Selected gate families:
The bar under the picture is 50 um long.
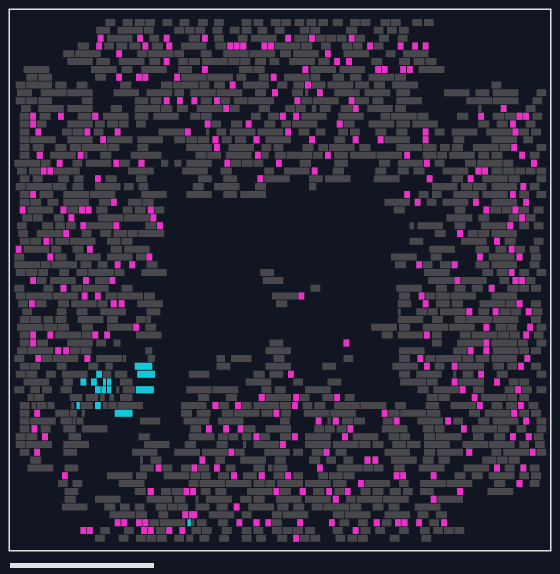
I/O nets highlighted:
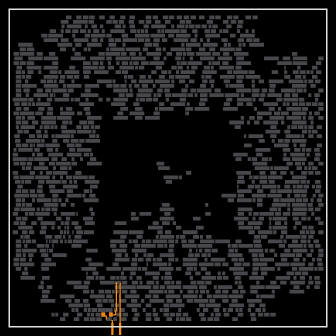
Signal wires on met3:
The bar under the picture is 50 um long.
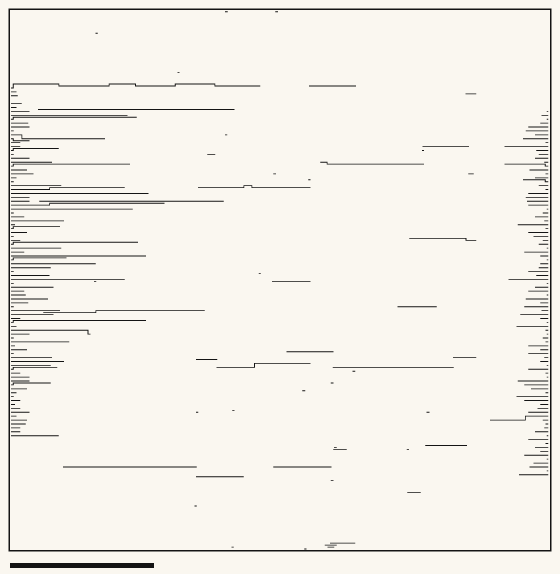
Cell placement:
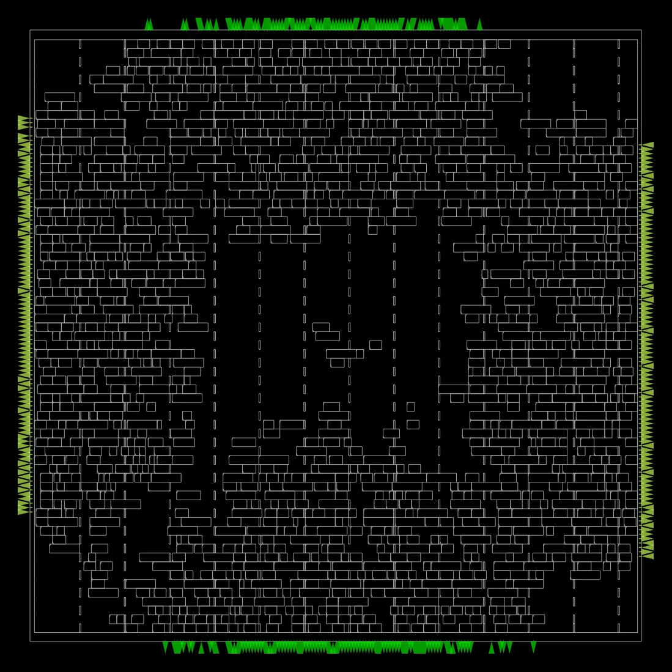
`src/rtl/snitch_icache_data_fill.sv`:
```
// Refill write stage for the icache data array: gathers refill beats into one line,
// writes it to the selected set once the array arbiter grants, then reports completion.
module snitch_icache_data_fill #(
  parameter int unsigned LINE_WIDTH  = 256,
  parameter int unsigned FILL_DW     = 64,
  parameter int unsigned SET_COUNT   = 4,
  parameter int unsigned COUNT_ALIGN = 7,
  localparam int unsigned SET_W      = (SET_COUNT > 1) ? $clog2(SET_COUNT) : 1
) (
  input  logic                   clk_i,
  input  logic                   rst_ni,
  input  logic                   req_valid_i,
  output logic                   req_ready_o,
  input  logic [SET_W-1:0]       req_set_i,
  input  logic [COUNT_ALIGN-1:0] req_addr_i,
  input  logic                   beat_valid_i,
  output logic                   beat_ready_o,
  input  logic [FILL_DW-1:0]     beat_data_i,
  input  logic                   beat_error_i,
  output logic [SET_COUNT-1:0]   ram_enable_o,
  output logic                   ram_write_o,
  output logic [COUNT_ALIGN-1:0] ram_addr_o,
  output logic [LINE_WIDTH-1:0]  ram_wdata_o,
  input  logic                   ram_gnt_i,
  output logic                   done_valid_o,
  output logic                   done_error_o,
  output logic [SET_W-1:0]       done_set_o,
  output logic [COUNT_ALIGN-1:0] done_addr_o,
  output logic [1:0]             state_o
);

  localparam int unsigned BEATS = LINE_WIDTH / FILL_DW;
  localparam int unsigned CNT_W = (BEATS > 1) ? $clog2(BEATS) : 1;

  typedef enum logic [1:0] {
    IDLE    = 2'd0,
    COLLECT = 2'd1,
    WRITE   = 2'd2,
    DONE    = 2'd3
  } state_e;

  state_e                 state;
  logic [CNT_W-1:0]       cnt;
  logic                   err;
  logic [SET_W-1:0]       set_q;
  logic [COUNT_ALIGN-1:0] addr_q;
  logic [LINE_WIDTH-1:0]  line_q;

  // Handshakes: a transfer happens on a rising edge where valid and ready are both 1;
  // ready depends only on the registered state, never on the matching valid.
  always_ff @(posedge clk_i or negedge rst_ni) begin
    if (!rst_ni) begin
      state  <= IDLE;
      cnt    <= '0;
      err    <= 1'b0;
      set_q  <= '0;
      addr_q <= '0;
      line_q <= '0;
    end else begin
      case (state)
        IDLE: begin
          if (req_valid_i) begin
            set_q  <= req_set_i;
            addr_q <= req_addr_i;
            cnt    <= '0;
            err    <= 1'b0;
            state  <= COLLECT;
          end
        end
        COLLECT: begin
          if (beat_valid_i) begin
            for (int b = 0; b < int'(BEATS); b++) begin
              if (cnt == CNT_W'(b)) line_q[b*FILL_DW +: FILL_DW] <= beat_data_i;
            end
            err <= err | beat_error_i;
            cnt <= cnt + 1'b1;
            // A poisoned line skips the array write and is reported as an error.
            if (cnt == CNT_W'(BEATS - 1)) state <= (err | beat_error_i) ? DONE : WRITE;
          end
        end
        WRITE: begin
          if (ram_gnt_i) state <= DONE;
        end
        DONE: begin
          state <= IDLE;
        end
        default: state <= IDLE;
      endcase
    end
  end

  logic in_write;
  logic in_done;
  assign in_write = (state == WRITE);
  assign in_done  = (state == DONE);

  assign req_ready_o  = (state == IDLE);
  assign beat_ready_o = (state == COLLECT);

  assign ram_enable_o = in_write ? (SET_COUNT'(1) << set_q) : '0;
  assign ram_write_o  = in_write;
  assign ram_addr_o   = in_write ? addr_q : '0;
  assign ram_wdata_o  = in_write ? line_q : '0;

  assign done_valid_o = in_done;
  assign done_error_o = in_done & err;
  assign done_set_o   = in_done ? set_q : '0;
  assign done_addr_o  = in_done ? addr_q : '0;

  assign state_o = state;

endmodule

```
`config.mk`:
```
export PLATFORM = sky130hd
export DESIGN_NAME = snitch_icache_data_fill
export DESIGN_NICKNAME = d
export VERILOG_FILES = /design/src/rtl/snitch_icache_data_fill.sv
export SDC_FILE = /design/constraint.sdc
export NUM_CORES = 1
export LEC_CHECK = 0
export CAP_MARGIN = 20
export CORE_MARGIN = 1
export CORE_UTILIZATION = 35
export CTS_BUF_LIST = sky130_fd_sc_hd__clkbuf_8
export DETAILED_ROUTE_END_ITERATION = 7
export GPL_ROUTABILITY_DRIVEN = 0
export PLACE_DENSITY = 0.71
export SYNTH_ARGS = -nofsm -noshare
export SYNTH_HDL_FRONTEND = slang
export SYNTH_SLANG_ARGS = --single-unit
```
`constraint.sdc`:
```
create_clock -name clk_i -period 5.4 [get_ports clk_i]
set_input_delay 1.62 -clock clk_i [delete_from_list [all_inputs] [get_ports clk_i]]
set_output_delay 1.62 -clock clk_i [all_outputs]
set_load 0.01 [all_outputs]
```
==> results.ini <==
[run_status]
outcome=complete, no violations

[finish]
final_core_util_pct=50.9
syn_to_final_growth_pct=42.0
seqCellArea_mm2=0.00676
final_area_mm2=0.0172
mi_logic_area_mm2=0.00508
nets=1365
drive_above_1_share_pct=25.5
n_antenna_cell=0

[clock_tree]
clk_path_buf_depth=3
h-tree-depth=2
clk_pin_slew_ps=60
post_cts_buffers=0
clkLatencyLatePin_ps=550
cts.sinks=270
cts_tree=yes
cts_root_buffer=clkbuf_8
cts_resized=0
cts_inserted_buffers=48
hold_buffers=0

[synth]
xor_share_pct=0
top_cell_area_share_pct=55.8
syn_inst=912
ys_seq_share_pct=55.8
synth_top_cell_by_area=dfrtp_1
ys_chip_area_mm2=0.0121
ys_warn_count=0
yosysUniqueCellTypes=27
yosys.area_share.simple_pct=15.4
muxShareOfSynthArea_pct=24.8
topCombFamilyByArea=multiplexers
syn_area_mm2=0.0121
yosys_register_bits=270
avgSynthCellArea_um2=13.3
ys_sh_aoi_pct=0.610
yosys_cells=912
ys_sh_adder_pct=1.03
yosys-top-cells-area=dfrtp_1 56%, mux2_2 23%, and2_1 14%
synth_nets=1001

[placement]
hpwl_mm=20.6
place_area_mm2=0.0161
port_buffers=361
dp_cells=1673
dp_slack_ps=1090

[final_timing]
fin_tns_setup_ps=0
rsz0062_at_grt=no
fmaxAchievable_ghz=0.217
whs_ps=482
finClkSkew_ps=13.4
setup_ws_ps=788
slew_viol_final=0
setup_viol=0
fin_crit_ps=4610
finalCritPeriodShare_pct=85.4
slew_headroom_pct=58.0
worst_pin_slew_ps=630
hold_viol=0

[detailed_routing]
dr.pass1.iters=4
drt-total-wl_mm=30.9
vias=8191
wl_met3_mm=2.18
via_per_inst=4.66
wl_met1_mm=13.2
top_layer_used=met4
ant_nets=0
wl_met2_mm=14.7
avgRoutedWirePerCell_um=17.6
drc_errors=0
initialDrtViolationCount=214

[worst_setup_path]
crit_type=register to primary output
slowest_delay_ps=590
arrival_ps=2990
critPathRequiredTime_ps=3780
r2r_slack_ps=2800
cp-start-kind=register
crit_path_cell_trace=inv_1 > ha_4 > buf_12 > and2_1 > clkdlybuf4s50_1
cp_slowest_cell=clkdlybuf4s50_1
end_kind=primary output
crit_fanout=142

[floorplanning]
core_area_mm2=0.0338
die_y_um=188
pin_count=362
die_x_um=188
fp_util_pct=35.8
chipArea_mm2=0.0353
rows=67

[global_routing]
grt_max_degree=143
grt_pass1_wl_mm=49.3
grt-ovfl-total=0
antenna_found_initial=0
grt_usage_pct=17.7
grt_pass1_vias=8659

[worst_hold_path]
holdCritPathClass=register to register

[pwr]
ir_drop_uv=295
p_leak_uw=0.00764
power_density_mw_per_mm2=537
power.total_uw=9230

[job]
maxCapViolCount=0
warning_count=38

-- 'selected gate families' (at the start) --
cyan -> NAND gates  # cells 15
magenta -> AND and OR gates  # cells 275, where widely spread

-- 'I/O nets highlighted' (at the start) --
orange -> `done_set_o`  # bits 2, direction output, edge bottom, end cells 2, buffers 2, wire 53.2 um

-- 'signal wires on met3' (at the start) --
longest straight run = 68.1 um
share of all routed wire = 7.1%
main direction = horizontal

-- 'cell placement' (at the start) --
non-filler cells, final: 1759
# fillers: 2946

==> critical path: cells and delay by family (launching register included) <==
kind,cells,cell delay (ps)
fa+ha+maj,1,490
flops,1,460
buf+inv,3,1190
simple gates,1,200
==> placed cells by master (no fill, tap or decap) <==
master / netlist / routed
nand3_4: 3 / 4
nor3b_1: 1 / 1
and2_1: 273 / 273
a31oi_1: 1 / 1
buf_8: 0 / 1
buf_12: 0 / 4
o221ai_1: 1 / 1
mux2_2: 244 / 244
clkinvlp_4: 0 / 1
mux2i_1: 1 / 1
nand2b_1: 4 / 4
bufinv_16: 0 / 1
ha_1: 10 / 9
inv_6: 0 / 1
nor2_1: 2 / 2
nand4_1: 1 / 1
ha_4: 0 / 1
nand2_1: 3 / 3
clkbuf_8: 0 / 67
inv_1: 4 / 15
mux2_1: 22 / 22
clkinv_2: 0 / 4
a22o_1: 1 / 1
o31ai_1: 2 / 2
and3b_1: 1 / 1
a21oi_1: 1 / 1
o21a_1: 2 / 2
clkdlybuf4s50_1: 0 / 360
nand3_1: 3 / 3
and3_1: 1 / 1
o21ai_0: 3 / 3
buf_4: 9 / 6
dfrtp_1: 270 / 270
==> cells in the mapped netlist (all sizes together) <==
cell,n
and2,273
dfrtp,270
mux2,266
clkbuf,31
buf,26
ha,10
nand3,7
inv,4
nand2b,4
nand2,3
o21ai,3
nor2,2
o21a,2
o31ai,2
a21oi,1
a22o,1
a31oi,1
and3,1
and3b,1
mux2i,1
nand4,1
nor3b,1
o221ai,1
==> cell type report <==
| class | count | area share, % |
|---|---|---|
| Multi-Input combinational cell | 581 | 29.6 |
| Sequential cell | 270 | 39.3 |
| Timing Repair Buffer | 371 | 21.8 |
| Clock buffer | 67 | 5.37 |
| Tap cell | 448 | 3.26 |
| Clock inverter | 18 | 0.626 |
| Inverter | 4 | 0.0874 |
==> state kept, by name, summed over array words and instances, names as in the netlist <==
name     cells
addr_q       7
cnt          2
err          1
line_q     256
set_q        2
state_o      2
==> final timing paths <==
kind	startpoint	endpoint	cells after the start
max	state_o[0]	ram_wdata_o[191]	5
min	line_q[167]	line_q[167]	1
max reg2reg	state_o[1]	line_q[95]	5
min reg2reg	line_q[167]	line_q[167]	1
max in group asynchronous	rst_ni	line_q[28]	2
min in group asynchronous	rst_ni	line_q[14]	1
==> logic make-up (layout without fill, tap and decap cells) <==
group,count (synthesis),count (layout)
compound gates,11,11
simple gates,293,293
flops,270,270
fa+ha+maj,10,10
mux,267,267
buf+inv,61,460
==> power by group <==
group / internal, uW / switching, uW / leakage, uW / total, uW
sequential: 3020 / 435 / 0.00342 / 3450
clock: 1140 / 841 / 0.000575 / 1990
combinational: 2250 / 1550 / 0.00364 / 3790
==> layer usage <==
metal,vias up,global-route usage (%)
li1,3797,-
met1,4096,22.1
met2,247,29.3
met3,51,5.35
met4,0,5.28
met5,-,0
Power and IR drop assume default switching activity.
